## config.mk

```make
export PLATFORM = sky130hd
export DESIGN_NAME = spi_master_ctrl
export DESIGN_NICKNAME = d
export VERILOG_FILES = /design/src/rtl/spi_master_ctrl.sv
export SDC_FILE = /design/constraint.sdc
export NUM_CORES = 1
export LEC_CHECK = 0
export ABC_AREA = 1
export CAP_MARGIN = 10
export CORE_AREA = 2 2 53 92
export DETAILED_ROUTE_END_ITERATION = 10
export DIE_AREA = 0 0 55 94
export GPL_ROUTABILITY_DRIVEN = 0
export PLACE_DENSITY = 0.73
export SLEW_MARGIN = 20
export SYNTH_ARGS = -nofsm -noshare
export SYNTH_HDL_FRONTEND = slang
export SYNTH_SLANG_ARGS = --single-unit
```

## constraint.sdc

```tcl
create_clock -name clk -period 1.65 [get_ports clk]
set_input_delay 0.495 -clock clk [delete_from_list [all_inputs] [get_ports clk]]
set_output_delay 0.495 -clock clk [all_outputs]
set_load 0.02 [all_outputs]
```

## src/rtl/spi_master_ctrl.sv

```systemverilog
// SPI mode-0 initiator: one DATA_W-bit full-duplex transfer per accepted start request,
// MSB first, with sclk half-period CLK_DIV_BASE << freq_control clock cycles.
module spi_master_ctrl #(
  parameter int DATA_W       = 8,
  parameter int CLK_DIV_BASE = 4,
  parameter int CS_SETUP     = 2,
  parameter int CS_HOLD      = 2
) (
  input  logic              clk,
  input  logic              reset,
  input  logic [1:0]        freq_control,
  input  logic [DATA_W-1:0] tx_data,
  input  logic              tx_start,
  output logic              tx_ready,
  output logic [DATA_W-1:0] rx_data,
  output logic              rx_valid,
  output logic              cs_bar,
  output logic              sclk,
  output logic              mosi,
  input  logic              miso
);

  localparam int H_MAX   = CLK_DIV_BASE << 3;
  localparam int CS_MAX  = (CS_SETUP > CS_HOLD) ? CS_SETUP : CS_HOLD;
  localparam int CNT_MAX = (H_MAX > CS_MAX) ? H_MAX : CS_MAX;
  localparam int CNT_W   = $clog2(CNT_MAX + 1);
  localparam int BIT_W   = $clog2(DATA_W + 1);

  typedef enum logic [1:0] {
    IDLE  = 2'd0,
    SETUP = 2'd1,
    XFER  = 2'd2,
    HOLD  = 2'd3
  } state_t;

  state_t            state;
  logic [CNT_W-1:0]  cnt;
  logic [CNT_W-1:0]  half_m1;
  logic [BIT_W-1:0]  bit_cnt;
  logic [DATA_W-1:0] tx_shift;
  logic [DATA_W-1:0] rx_shift;

  // Transfer sequencer; every output is a register written here.
  always_ff @(posedge clk) begin
    if (reset) begin
      state    <= IDLE;
      cnt      <= '0;
      half_m1  <= '0;
      bit_cnt  <= '0;
      tx_shift <= '0;
      rx_shift <= '0;
      tx_ready <= 1'b1;
      rx_data  <= '0;
      rx_valid <= 1'b0;
      cs_bar   <= 1'b1;
      sclk     <= 1'b0;
      mosi     <= 1'b0;
    end else begin
      rx_valid <= 1'b0;
      case (state)
        IDLE: begin
          if (tx_start) begin
            state    <= SETUP;
            tx_ready <= 1'b0;
            cs_bar   <= 1'b0;
            mosi     <= tx_data[DATA_W-1];
            tx_shift <= {tx_data[DATA_W-2:0], 1'b0};
            half_m1  <= (CNT_W'(CLK_DIV_BASE) << freq_control) - CNT_W'(1);
            cnt      <= CNT_W'(CS_SETUP - 1);
            bit_cnt  <= '0;
          end
        end
        SETUP: begin
          if (cnt == CNT_W'(0)) begin
            state <= XFER;
            cnt   <= half_m1;
          end else begin
            cnt <= cnt - CNT_W'(1);
          end
        end
        XFER: begin
          if (cnt != CNT_W'(0)) begin
            cnt <= cnt - CNT_W'(1);
          end else if (!sclk) begin
            // Rising edge: sample miso together with raising sclk.
            sclk     <= 1'b1;
            rx_shift <= {rx_shift[DATA_W-2:0], miso};
            cnt      <= half_m1;
          end else begin
            sclk <= 1'b0;
            if (bit_cnt == BIT_W'(DATA_W - 1)) begin
              state <= HOLD;
              cnt   <= CNT_W'(CS_HOLD - 1);
            end else begin
              bit_cnt  <= bit_cnt + BIT_W'(1);
              mosi     <= tx_shift[DATA_W-1];
              tx_shift <= {tx_shift[DATA_W-2:0], 1'b0};
              cnt      <= half_m1;
            end
          end
        end
        HOLD: begin
          if (cnt == CNT_W'(0)) begin
            state    <= IDLE;
            cs_bar   <= 1'b1;
            mosi     <= 1'b0;
            rx_data  <= rx_shift;
            rx_valid <= 1'b1;
            tx_ready <= 1'b1;
          end else begin
            cnt <= cnt - CNT_W'(1);
          end
        end
        default: begin
          state    <= IDLE;
          tx_ready <= 1'b1;
          cs_bar   <= 1'b1;
          sclk     <= 1'b0;
          mosi     <= 1'b0;
        end
      endcase
    end
  end

endmodule

```

==> job_summary.md, run 1 <==
## Implementation flow summary

| Metric | Value |
|---|---|
| Largest cell class by area | `combinational gates` |
| Max Cap Viol | `0` |
| Log Warnings | `30` |
| Post-Place Worst Slack | `-0.274 ns` |
| Post-synthesis sequential area ratio | `41.3%` |
| Die area | `5170 um2` |
| Worst hold endpoint | `half_m1[1]$_SDFFE_PP0P_` |
| Synthesized instance count | `300` |
| Post-synth regs | `about 43` |
| Dpl hpwl | `approximately 3.6 mm` |
| Fill count | `426` |
| Area leader, netlist | `dfxtp_1` |
| IO Count | `27` |
| Reg2Reg Depth | `10` |
| Comb/total area | `41.8%` |
| Worst setup path startpoint | `state[1]$_SDFFE_PP0P_` |
| Reg2Reg Capture Point | `state[1]$_SDFFE_PP0P_` |
| Final #Nets | `370` |
| Post-route DRC | `0` |
| Finish-stage setup viols | `0` |
| Hold path startpoint | `half_m1[1]$_SDFFE_PP0P_` |
| Synth logic family | `simple AND/OR/NAND/NOR gates` |
| Synth mux share | `0%` |
| Diode count | `0` |
| Most used logic cell in the final layout | `nand2_1` |
| Vias per inst | `4.90` |
| Max Freq | `639 MHz` |
| Yosys xor share | `2.10%` |
| GRT Total Usage | `21.1%` |
| Period utilization | `94.8%` |
| Sequential share of power | `between 30% and 40%` |
| CTS H-tree depth | `2` |
| WHS Path Cells | `2` |
| Clock Tree Buf Depth | `2` |
| Max power group | `combinational cells` |
| Main synth FF type | `dfxtp_1` |
| Internal power | `2800 uW` |
| Flop2flop setup slack | `0.09 ns` |
| Final hold violation count | `0` |
| WL met2 | `~2.6 mm` |
| Top post-synthesis cells by count | `nand2_1 (79), nor2_1 (65), dfxtp_1 (43), o21ai_0 (21), inv_1 (16)` |
| Post-synthesis async set-or-reset flop share | `0%` |
| Reg2Reg Launch Point | `state[1]$_SDFFE_PP0P_` |
| Basic Gates by Area | `about a third` |
| Final-layout clock buffer total | `5` |
| Final clock-cell share | `3.53%` |
| Lkg Pwr | `0.00125 uW` |
| Met2 GRT Util | `36.7%` |
| DR iter-0 viols | `44` |
| Complex Gates by Area | `11.7%` |
| Max Used Layer | `met4` |
| Sw power | `2160 uW` |
| Register area | `between 800 and 900 um2` |
| Crit path max fanout | `4` |
| WL met3 | `103 um` |
| Most frequent cells in the layout | `nand2_1 (79), nor2_1 (64), dfxtp_1 (42), buf_4 (25), o21ai_0 (21)` |
| Cell Area, Synth | `2090 um2` |
| CP Launch Type | `flip-flop` |
| Clk sink count | `43` |
| Synth top area share | `41.3%` |
| TAP cells | `roughly 51` |
| Worst Setup End Kind | `flip-flop` |
| Relative slew slack | `82.7%` |
| First-pass GRT wire length | `roughly 7.8 mm` |
| Grt met1 use | `22.1%` |
| Unrepaired setup endpoints after global routing | `no` |
| Worst Path Arrival | `1.78 ns` |
| M3 GR Usage | `4.94%` |
| Share of cells above drive strength 1 | `around 16%` |
| Flop count | `43` |
| Final ANT Viol Nets | `0` |
| Port buffer count | `26` |
| Worst setup margin | `~0.085 ns` |
| WP data required | `1.86 ns` |
| Floorplan Nets | `321` |
| Combinational fraction of design power | `54.2%` |
| Adder Share, Synth | `between 4 and 5%` |
| End point of the critical path | `state[1]$_SDFFE_PP0P_` |
| P_comb | `2690 uW` |
| Yosys warns | `0` |
| Worst Hold Slack | `0.461 ns` |
| Global routing's busiest layer | `met2` |
| Post-CTS Setup Inserts | `0` |
| Slew @ Worst Pin | `0.258 ns` |
| Met1 wire length | `between 1.5 and 2 mm` |
| Late-Pin Clk Latency | `0.31 ns` |
| GR Overflow Total | `0` |
| Number of non-clock buffers | `52` |
| Netlist cell types | `33` |
| Hold_buf cts | `0` |
| Period minus WS final | `approximately 1.6 ns` |
| Worst hold path class | `reg -> reg` |
| Yosys chip area | `2090 um2` |
| Post-CTS Resized | `15` |
| Outcome | `completed` |
| Worst vdd ir | `between 1 and 1.5 mV` |
| Post-synth EDFFs | `0` |
| Pin count of the biggest net entering global routing | `30` |
| Pwr per Cell Area | `around 1900 nW/um2` |
| Max Slew Vio Count | `0` |
| Synth top cell by count | `nand2_1` |
| Biggest area cells | `dfxtp_1 (41%), nand2_1 (14%), nor2_1 (12%)` |
| Initial antenna violation count | `0` |
| Layout area overhead | `27.6%` |
| FP Util | `47.4%` |
| CTS Buf Count | `5` |
| Clock slew at reported path FFs | `0.09 ns` |
| Switching Fraction | `43.6%` |
| TritonRoute pass-1 iters | `4` |
| Clk pwr | `691 uW` |
| Non-CTS inverters | `20` |
| Final core occ | `60.4%` |
| Vias in the first global route | `~1800` |
| #MultiIn Comb | `approximately 230` |
| Syn avg cell area | `6.95 um2` |
[run 1: through the flow]
stage,instance area [um2],TNS (ns),std cells,total power [uW]
global route,2660,0,401,5410
CTS,2650,0,401,4970
global placement,2560,-2.84,393,4240
detailed placement,2560,-3.18,393,4290
finish,2660,0,401,4960
floorplan,2090,0,300,3370
[run 1: worst max-delay path: stages, from the launching register on]
cell and delay, ns:
dfxtp_1 0.34, inv_1 0.12, ha_4 0.17, inv_2 0.04
or2_4 0.22, buf_4 0.15, nand2_1 0.07, nand3b_1 0.18
nand2_1 0.07, nand2_1 0.06, nor2_1 0.04
[run 1: flip-flops by register name, summed over array words and instances, names as in the netlist]
register / flops
rx_data: 8
rx_shift: 8
tx_shift: 7
cnt: 6
bit_cnt: 4
half_m1: 4
state: 2
cs_bar: 1
mosi: 1
rx_valid: 1
sclk: 1
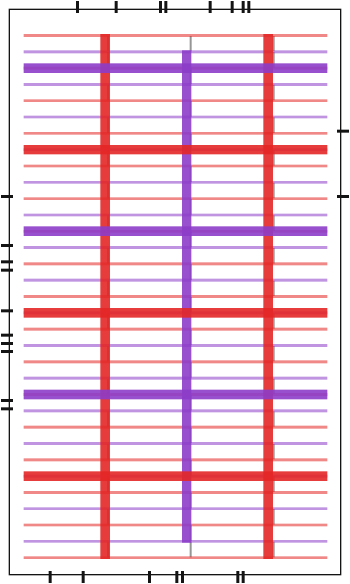
run_1/floorplan.png
Drawn at 6 px/um. Pins as bars on the die edge. Tap cells in gray.
[red] VSS
[purple] VDD
met4 straps: 3
rows: 32
met1 rails: 33
width of the die: 55 um
Core ar.: 4400 um2
DIE HEIGHT: 94 um

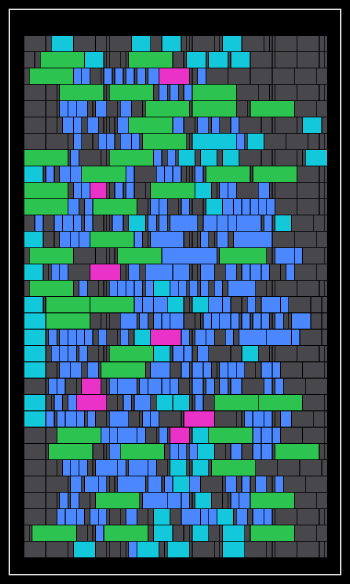
run_1/class_map.png
Drawn at 6 px/um. Fill, decap, tap and diode cells in gray.
[blue] remaining logic cells | cells: 247
[magenta] clock drivers and dummy loads | cells: 8
[green] registers | cells: 43
[cyan] remaining buffers and delay cells | cells: 52
sequential share of cell area: 32.4%
row cnt: 32

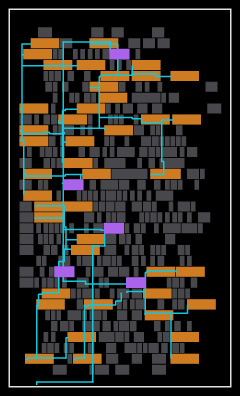
run_1/clock_wires.png
Drawn at 4 px/um.
[purple] clock-net drivers | count: 5
[orange] flip-flops | count: 43
[cyan] clock wires | length: 534 um
flops lie: spread over the die
routed clock nets: 6
clk_skew: 0.00956 ns
Clock power frac: 13.9%

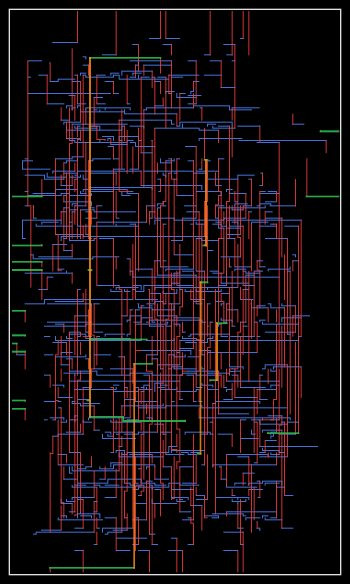
run_1/layers.png
Drawn at 6 px/um.
[blue] M1 | wire length: 1890 um
[red] M2 | wire length: 2560 um
[green] M3 | wire length: 104 um
[orange] M4 | wire length: 146 um
via count: 1965
wirelength, routed: 4.70 mm
DR WL/cell: 11.7 um

--- run 2 (diff from run 1) ---
--- a/config.mk
+++ b/config.mk
@@ -14,2 +14,3 @@
 export PLACE_DENSITY = 0.73
+export SKIP_LAST_GASP = 1
 export SLEW_MARGIN = 20
--- a/constraint.sdc
+++ b/constraint.sdc
@@ -3,2 +3,2 @@
 set_output_delay 0.495 -clock clk [all_outputs]
-set_load 0.02 [all_outputs]
+set_load 0.01 [all_outputs]
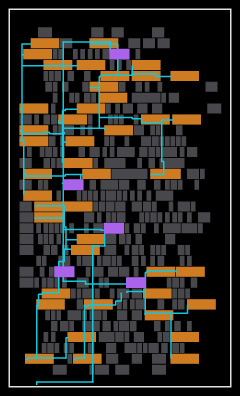
run_2/clock_wires.png
Drawn at 4 px/um.
[purple] clock-net drivers | count: 5
[cyan] clock wires | length: 534 um
[orange] flip-flops | count: 43
flops lie: spread over the die
Clock power frac: 14.1%
clk pwr: 691 uW
Late-Pin Clk Latency: 0.31 ns

==> job_summary.md, run 2 <==
## Implementation flow summary

| Metric | Value |
|---|---|
| Width of the die | `55 um (unchanged)` |
| Period utilization | `94.8% (unchanged)` |
| Top post-synthesis cells by count | `nand2_1 (79), nor2_1 (65), dfxtp_1 (43), o21ai_0 (21), inv_1 (16)` |
| WL met3 | `103 um (unchanged)` |
| Final hold violation count | `0 (unchanged)` |
| Max Freq | `639 MHz (unchanged)` |
| CP most frequent cell | `nand2_1` |
| Flop count | `43 (unchanged)` |
| Unrepaired setup endpoints after global routing | `no` |
| #MultiIn Comb | `227 (unchanged)` |
| Yosys xor share | `2.10% (unchanged)` |
| Worst Path Arrival | `1.78 ns (about the same)` |
| Final #Nets | `370 (unchanged)` |
| Vias in the first global route | `1826 (unchanged)` |
| Synthesized instance count | `300 (unchanged)` |
| Dpl hpwl | `3.59 mm (unchanged)` |
| Post-synth EDFFs | `0 (unchanged)` |
| TritonRoute pass-1 iters | `4 (unchanged)` |
| Slew @ Worst Pin | `0.258 ns (unchanged)` |
| Met2 GRT Util | `36.7% (unchanged)` |
| Post-Place Cell Area | `2560 um2 (unchanged)` |
| DIE HEIGHT | `94 um (unchanged)` |
| Log Warnings | `30 (unchanged)` |
| Cell Area, Synth | `2090 um2 (unchanged)` |
| Worst vdd ir | `1.11 mV (-1.4%)` |
| CP bufs+invs | `3 (unchanged)` |
| CTS H-tree depth | `2 (unchanged)` |
| Largest regs | `rx_data x8, rx_shift x8, tx_shift x7` |
| Port buffer count | `26 (unchanged)` |
| CP Launch Type | `flip-flop` |
| Outcome | `completed` |
| CTS root buffer | `clkbuf_8` |
| Pwr per Cell Area | `1850 nW/um2 (-1.0%)` |
| Row cnt | `32 (unchanged)` |
| GRT Total Usage | `21.1% (unchanged)` |
| Worst setup margin | `0.0854 ns (unchanged)` |
| Global routing's busiest layer | `met2` |
| Area leader, netlist | `dfxtp_1` |
| Number of non-clock buffers | `52 (unchanged)` |
| TNS Setup | `0 ns (unchanged)` |
| FP Util | `47.4% (unchanged)` |
| Synth logic family | `simple AND/OR/NAND/NOR gates` |
| CP top delay family | `simple AND/OR/NAND/NOR gates` |
| Worst-path cell chain | `inv_1 -> ha_4 -> inv_2 -> or2_4 -> buf_4 -> nand2_1 -> nand3b_1 -> nand2_1 -> nand2_1 -> nor2_1` |
| Dpl cells | `393 (unchanged)` |
| Worst Setup End Kind | `flip-flop` |
| Initial antenna violation count | `0 (unchanged)` |
| TAP cells | `51 (unchanged)` |
| Internal power | `2800 uW (about the same)` |
| Yosys warns | `0 (unchanged)` |
| Clk sink count | `43 (unchanged)` |
| Synth top cell by count | `nand2_1` |
| Fill count | `426 (unchanged)` |
| Syn avg cell area | `6.95 um2 (unchanged)` |
| Non-CTS inverters | `20 (unchanged)` |
| Non-clock buffers, area share | `17.0%` |
| Die area | `5170 um2 (unchanged)` |
| Floorplan Nets | `321 (unchanged)` |
| Largest cell class by area | `combinational gates` |
| Yosys chip area | `2090 um2 (unchanged)` |
| CTS Buf Count | `5 (unchanged)` |
| Post-route DRC | `0 (unchanged)` |
| Combinational fraction of design power | `53.7% (-0.5 points)` |
| Share of cells above drive strength 1 | `15.7% (unchanged)` |
| Synth mux share | `0% (unchanged)` |
| Netlist cell types | `33 (unchanged)` |
| Grt met1 use | `22.1% (unchanged)` |
| Yosys stat cell total | `300` |
| Gate Area | `1110 um2` |
| Sequential share of cell area | `32.4% (unchanged)` |
| Relative slew slack | `82.7% (unchanged)` |
| Worst hold path class | `reg -> reg` |
| Wirelength, routed | `4.70 mm (unchanged)` |
| Comb/total area | `41.8% (unchanged)` |
| TritonCTS clock tree | `built` |
| Core ar. | `4400 um2 (unchanged)` |
| Layout area overhead | `27.6% (unchanged)` |
| Final-layout clock buffer total | `5 (unchanged)` |
| Post-CTS Resized | `15 (unchanged)` |
| Adder Share, Synth | `4.20% (unchanged)` |
| Vias per inst | `4.90 (unchanged)` |
| DR iter-0 viols | `44 (unchanged)` |
| First-pass GRT wire length | `7.82 mm (unchanged)` |
| Pin count of the biggest net entering global routing | `30 (unchanged)` |
| Diode count | `0 (unchanged)` |
| Sequential share of power | `32.2% (+0.3 points)` |
| Final Non-Filler Cells | `401 (unchanged)` |
| Via count | `1965 (unchanged)` |
| GR Overflow Total | `0 (unchanged)` |
| Most used logic cell in the final layout | `nand2_1` |
| Clk_skew | `0.00956 ns (unchanged)` |
| Max Cap Viol | `0 (unchanged)` |
| Post-synth regs | `43 (unchanged)` |
| WL met2 | `2.56 mm (unchanged)` |
| Finish-stage setup viols | `0 (unchanged)` |
| Final core occ | `60.4% (unchanged)` |
| Crit path max fanout | `4 (unchanged)` |
| Sw power | `2110 uW (-2.4%)` |
| Met1 wire length | `1.89 mm (unchanged)` |
| Worst Hold Slack | `0.461 ns (unchanged)` |
| Worst-path cell with the longest stage delay | `dfxtp_1` |
| Post-Place Worst Slack | `-0.274 ns (unchanged)` |
| Worst path max stage delay | `0.34 ns (about the same)` |
| DR WL/cell | `11.7 um (unchanged)` |
| Post-CTS Setup Inserts | `0 (unchanged)` |
| WS Path Type | `reg -> reg` |
| Register area | `862 um2 (unchanged)` |
| Main synth FF type | `dfxtp_1` |
| Most frequent cells in the layout | `nand2_1 (79), nor2_1 (64), dfxtp_1 (42), buf_4 (25), o21ai_0 (21)` |
| Max Used Layer | `met4` |
| Synth top area share | `41.3% (unchanged)` |
| Period minus WS final | `1.56 ns (unchanged)` |
| Hold_buf cts | `0 (unchanged)` |
| Clock slew at reported path FFs | `0.09 ns (about the same)` |
| Fin area | `2660 um2 (unchanged)` |
| Biggest area cells | `dfxtp_1 (41%), nand2_1 (14%), nor2_1 (12%)` |
| Total power | `4910 uW (-1.0%)` |
| Lkg Pwr | `0.00125 uW (unchanged)` |
| Switching Fraction | `43.0% (-0.59 points)` |
| Post-synthesis sequential area ratio | `41.3% (unchanged)` |
| Post-synthesis async set-or-reset flop share | `0% (unchanged)` |
| Clock Tree Buf Depth | `2 (unchanged)` |
| Max Slew Vio Count | `0 (unchanged)` |
| Basic Gates by Area | `34.5% (unchanged)` |
| Final ANT Viol Nets | `0 (unchanged)` |
| IO Count | `27 (unchanged)` |
| WP data required | `1.86 ns (about the same)` |
| Final clock-cell share | `3.53% (unchanged)` |
| M3 GR Usage | `4.94% (unchanged)` |
| Complex Gates by Area | `11.7% (unchanged)` |
-- run 2: path summary, 6_finish.rpt --
path | start | end | slack (ns) | cells after the start
setup / recovery | state[1]$_SDFFE_PP0P_ | state[1]$_SDFFE_PP0P_ | 0.09 | 10
hold / removal | half_m1[1]$_SDFFE_PP0P_ | half_m1[1]$_SDFFE_PP0P_ | 0.46 | 2
setup reg to reg | state[1]$_SDFFE_PP0P_ | state[1]$_SDFFE_PP0P_ | 0.09 | 10
hold reg to reg | half_m1[1]$_SDFFE_PP0P_ | half_m1[1]$_SDFFE_PP0P_ | 0.46 | 2
-- run 2: power by group through the flow --
stage	registers, uW	logic, uW	clock network (uW)
after floorplan	1590	1730	0
after global placement	1590	2600	0
after detailed placement	1600	2640	0
final	1580	2640	691
after CTS	1580	2620	720
after global routing	1620	2970	770
--- run 3 (diff from run 2) ---
--- a/config.mk
+++ b/config.mk
@@ -9,7 +9,7 @@
 export CAP_MARGIN = 10
-export CORE_AREA = 2 2 53 92
+export CORE_AREA = 2 2 88 56
 export DETAILED_ROUTE_END_ITERATION = 10
-export DIE_AREA = 0 0 55 94
+export DIE_AREA = 0 0 90 58
 export GPL_ROUTABILITY_DRIVEN = 0
-export PLACE_DENSITY = 0.73
+export PLACE_DENSITY = 0.74
 export SKIP_LAST_GASP = 1
--- a/constraint.sdc
+++ b/constraint.sdc
@@ -3,2 +3,2 @@
 set_output_delay 0.495 -clock clk [all_outputs]
-set_load 0.01 [all_outputs]
+set_load 0.1 [all_outputs]
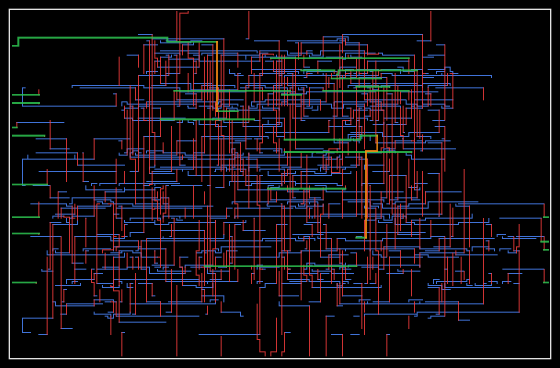
run_3/layers.png
Drawn at 6 px/um.
[red] M2 | wire length: 2110 um
[green] M3 | wire length: 262 um
[orange] M4 | wire length: 30.4 um
[blue] M1 | wire length: 2490 um
DR WL/cell: 12.0 um
via count: 2010
GRT Total Usage: 20.3%
wirelength, routed: 4.89 mm

==> job_summary.md, run 3 <==
## Implementation flow summary

| Metric | Value |
|---|---|
| Width of the die | `90 um (+64%)` |
| Met2 GRT Util | `30.6% (-6.1 points)` |
| Post-Place Cell Area | `2670 um2 (+4.3%)` |
| Cell Area, Synth | `2090 um2 (unchanged)` |
| Complex Gates by Area | `11.7% (unchanged)` |
| Reg2Reg Depth | `10 (unchanged)` |
| Pwr per Cell Area | `2000 nW/um2 (+8.1%)` |
| Post-CTS Setup Inserts | `0 (unchanged)` |
| Area leader, netlist | `dfxtp_1` |
| Synth top cell by count | `nand2_1` |
| Hold path startpoint | `half_m1[2]$_SDFFE_PP0P_` |
| Sequential share of power | `29.0% (-3.2 points)` |
| Adder Share, Synth | `4.20% (unchanged)` |
| End point of the critical path | `state[1]$_SDFFE_PP0P_` |
| Die area | `5220 um2 (+0.97%)` |
| Synth logic family | `simple AND/OR/NAND/NOR gates` |
| Fill count | `408 (-4.2%)` |
| Met1 wire length | `2.49 mm (+32%)` |
| Final Non-Filler Cells | `408 (+1.7%)` |
| Synthesized instance count | `300 (unchanged)` |
| Floorplan Nets | `321 (unchanged)` |
| IO Count | `27 (unchanged)` |
| Late-Pin Clk Latency | `0.30 ns (about the same)` |
| Combinational fraction of design power | `58.2% (+4.5 points)` |
| TritonRoute pass-1 iters | `5 (+1)` |
| Yosys xor share | `2.10% (unchanged)` |
| Post-Place Worst Slack | `-0.336 ns (-0.0618 ns)` |
| Post-CTS Resized | `1 (-14)` |
| Hold_buf cts | `0 (unchanged)` |
| Yosys warns | `0 (unchanged)` |
| Period utilization | `94.7% (-0.12 points)` |
| Largest cell class by area | `combinational gates` |
| Share of cells above drive strength 1 | `20.6% (+4.9 points)` |
| Relative slew slack | `80.1% (-2.6 points)` |
| Post-synthesis sequential area ratio | `41.3% (unchanged)` |
| Synth top area share | `41.3% (unchanged)` |
| Reg2Reg Capture Point | `state[1]$_SDFFE_PP0P_` |
| Clk sink count | `43 (unchanged)` |
| Flop2flop setup slack | `0.09 ns (about the same)` |
| Most frequent cells in the layout | `nand2_1 (78), nor2_1 (63), dfxtp_1 (39), o21ai_0 (21), buf_4 (19)` |
| Initial antenna violation count | `0 (unchanged)` |
| Switching Fraction | `47.0% (+4.1 points)` |
| Vias per inst | `4.93 (+0.54%)` |
| WP data required | `1.85 ns (about the same)` |
| Post-synthesis async set-or-reset flop share | `0% (unchanged)` |
| Netlist cell types | `33 (unchanged)` |
| Core ar. | `4420 um2 (+0.40%)` |
| Final ANT Viol Nets | `0 (unchanged)` |
| Worst Path Arrival | `1.76 ns (-0.02 ns)` |
| TAP cells | `63 (+24%)` |
| Yosys stat cell total | `300 (unchanged)` |
| DIE HEIGHT | `58 um (-38%)` |
| Worst hold path class | `reg -> reg` |
| Non-clock buffers, area share | `20.1% (+3.1 points)` |
| Max Cap Viol | `0 (unchanged)` |
| WS Path Type | `reg -> reg` |
| WL met2 | `2.11 mm (-17%)` |
| Vias in the first global route | `1852 (+1.4%)` |
| Final-layout clock buffer total | `6 (+1)` |
| WHS Path Cells | `2 (unchanged)` |
| #MultiIn Comb | `227 (unchanged)` |
| Clock power frac | `12.7% (-1.4 points)` |
| CTS root buffer | `clkbuf_8` |
| Sequential share of cell area | `30.7% (-1.7 points)` |
| Dpl cells | `400 (+1.8%)` |
| Post-synth EDFFs | `0 (unchanged)` |
| Max Used Layer | `met4` |
| FP Util | `47.2% (-0.19 points)` |
| Biggest area cells | `dfxtp_1 (41%), nand2_1 (14%), nor2_1 (12%)` |
| Synth mux share | `0% (unchanged)` |
| M3 GR Usage | `4.29% (-0.65 points)` |
| DR iter-0 viols | `143 (+230%)` |
| First-pass GRT wire length | `8.51 mm (+8.7%)` |
| Sw power | `2650 uW (+26%)` |
| Reg2Reg Launch Point | `state[0]$_SDFFE_PP0P_` |
| Worst vdd ir | `1.50 mV (+36%)` |
| Comb/total area | `40.2% (-1.6 points)` |
| Grt met1 use | `29.8% (+7.7 points)` |
| Final core occ | `63.8% (+3.4 points)` |
| Final clock-cell share | `3.50% (-0.024 points)` |
| Final #Nets | `365 (-1.4%)` |
| Main synth FF type | `dfxtp_1` |
| Pin count of the biggest net entering global routing | `24 (-20%)` |
| Diode count | `0 (unchanged)` |
| Gate Area | `1130 um2 (+2.0%)` |
| Slew @ Worst Pin | `0.296 ns (+0.0383 ns)` |
| Worst Hold Slack | `0.477 ns (+0.0159 ns)` |
| Row cnt | `19 (-41%)` |
| Register area | `866 um2 (+0.44%)` |
| Port buffer count | `26 (unchanged)` |
| Layout area overhead | `35.3%` |
| Worst Setup End Kind | `flip-flop` |
| Clk_skew | `0.00876 ns (-0.000795 ns)` |
| Top post-synthesis cells by count | `nand2_1 (79), nor2_1 (65), dfxtp_1 (43), o21ai_0 (21), inv_1 (16)` |
| TNS Setup | `0 ns (unchanged)` |
| Outcome | `completed` |
| Max Freq | `640 MHz (+0.13%)` |
| Post-route DRC | `0 (unchanged)` |
| Most used logic cell in the final layout | `nand2_1` |
| GR Overflow Total | `0 (unchanged)` |
| Worst setup margin | `0.0874 ns (+0.00199 ns)` |
| Fin area | `2820 um2 (+6.1%)` |
| Largest regs | `rx_data x8, rx_shift x8, tx_shift x7` |
| Flop count | `43 (unchanged)` |
| CTS Buf Count | `5 (unchanged)` |
| Basic Gates by Area | `34.5% (unchanged)` |
| Crit path max fanout | `4 (unchanged)` |
| CTS H-tree depth | `2 (unchanged)` |
[run 3: cell counts after synthesis]
Identical to the previous run, type by type.
[run 3: power groups by stage]
stage	combinational, uW	sequential, uW	clock [uW]
final	3280	1630	718
after global placement	3070	1640	0
after floorplan	1780	2000	0
after detailed placement	3130	1640	0
after global routing	3640	1680	781
after CTS	3170	1630	731
[run 3: cells by family (layout without fill, tap and decap cells)]
kind of cell	after synthesis	in the layout
compound gates	46	46
buf+inv	30	75
flops	43	43
fa+ha+maj	7	7
xor+xnor	5	5
simple gates	169	169
[run 3: worst max-delay path: stages (launching register included)]
cell	delay, ns
dfxtp_1	0.33
inv_2	0.10
ha_4	0.15
inv_2	0.03
or2_4	0.22
buf_4	0.15
nand2_1	0.10
nand3b_1	0.20
nand2_1	0.08
nand2_1	0.06
nor2_1	0.03
Power figures rest on the tool's default switching activity, not on a simulated workload.
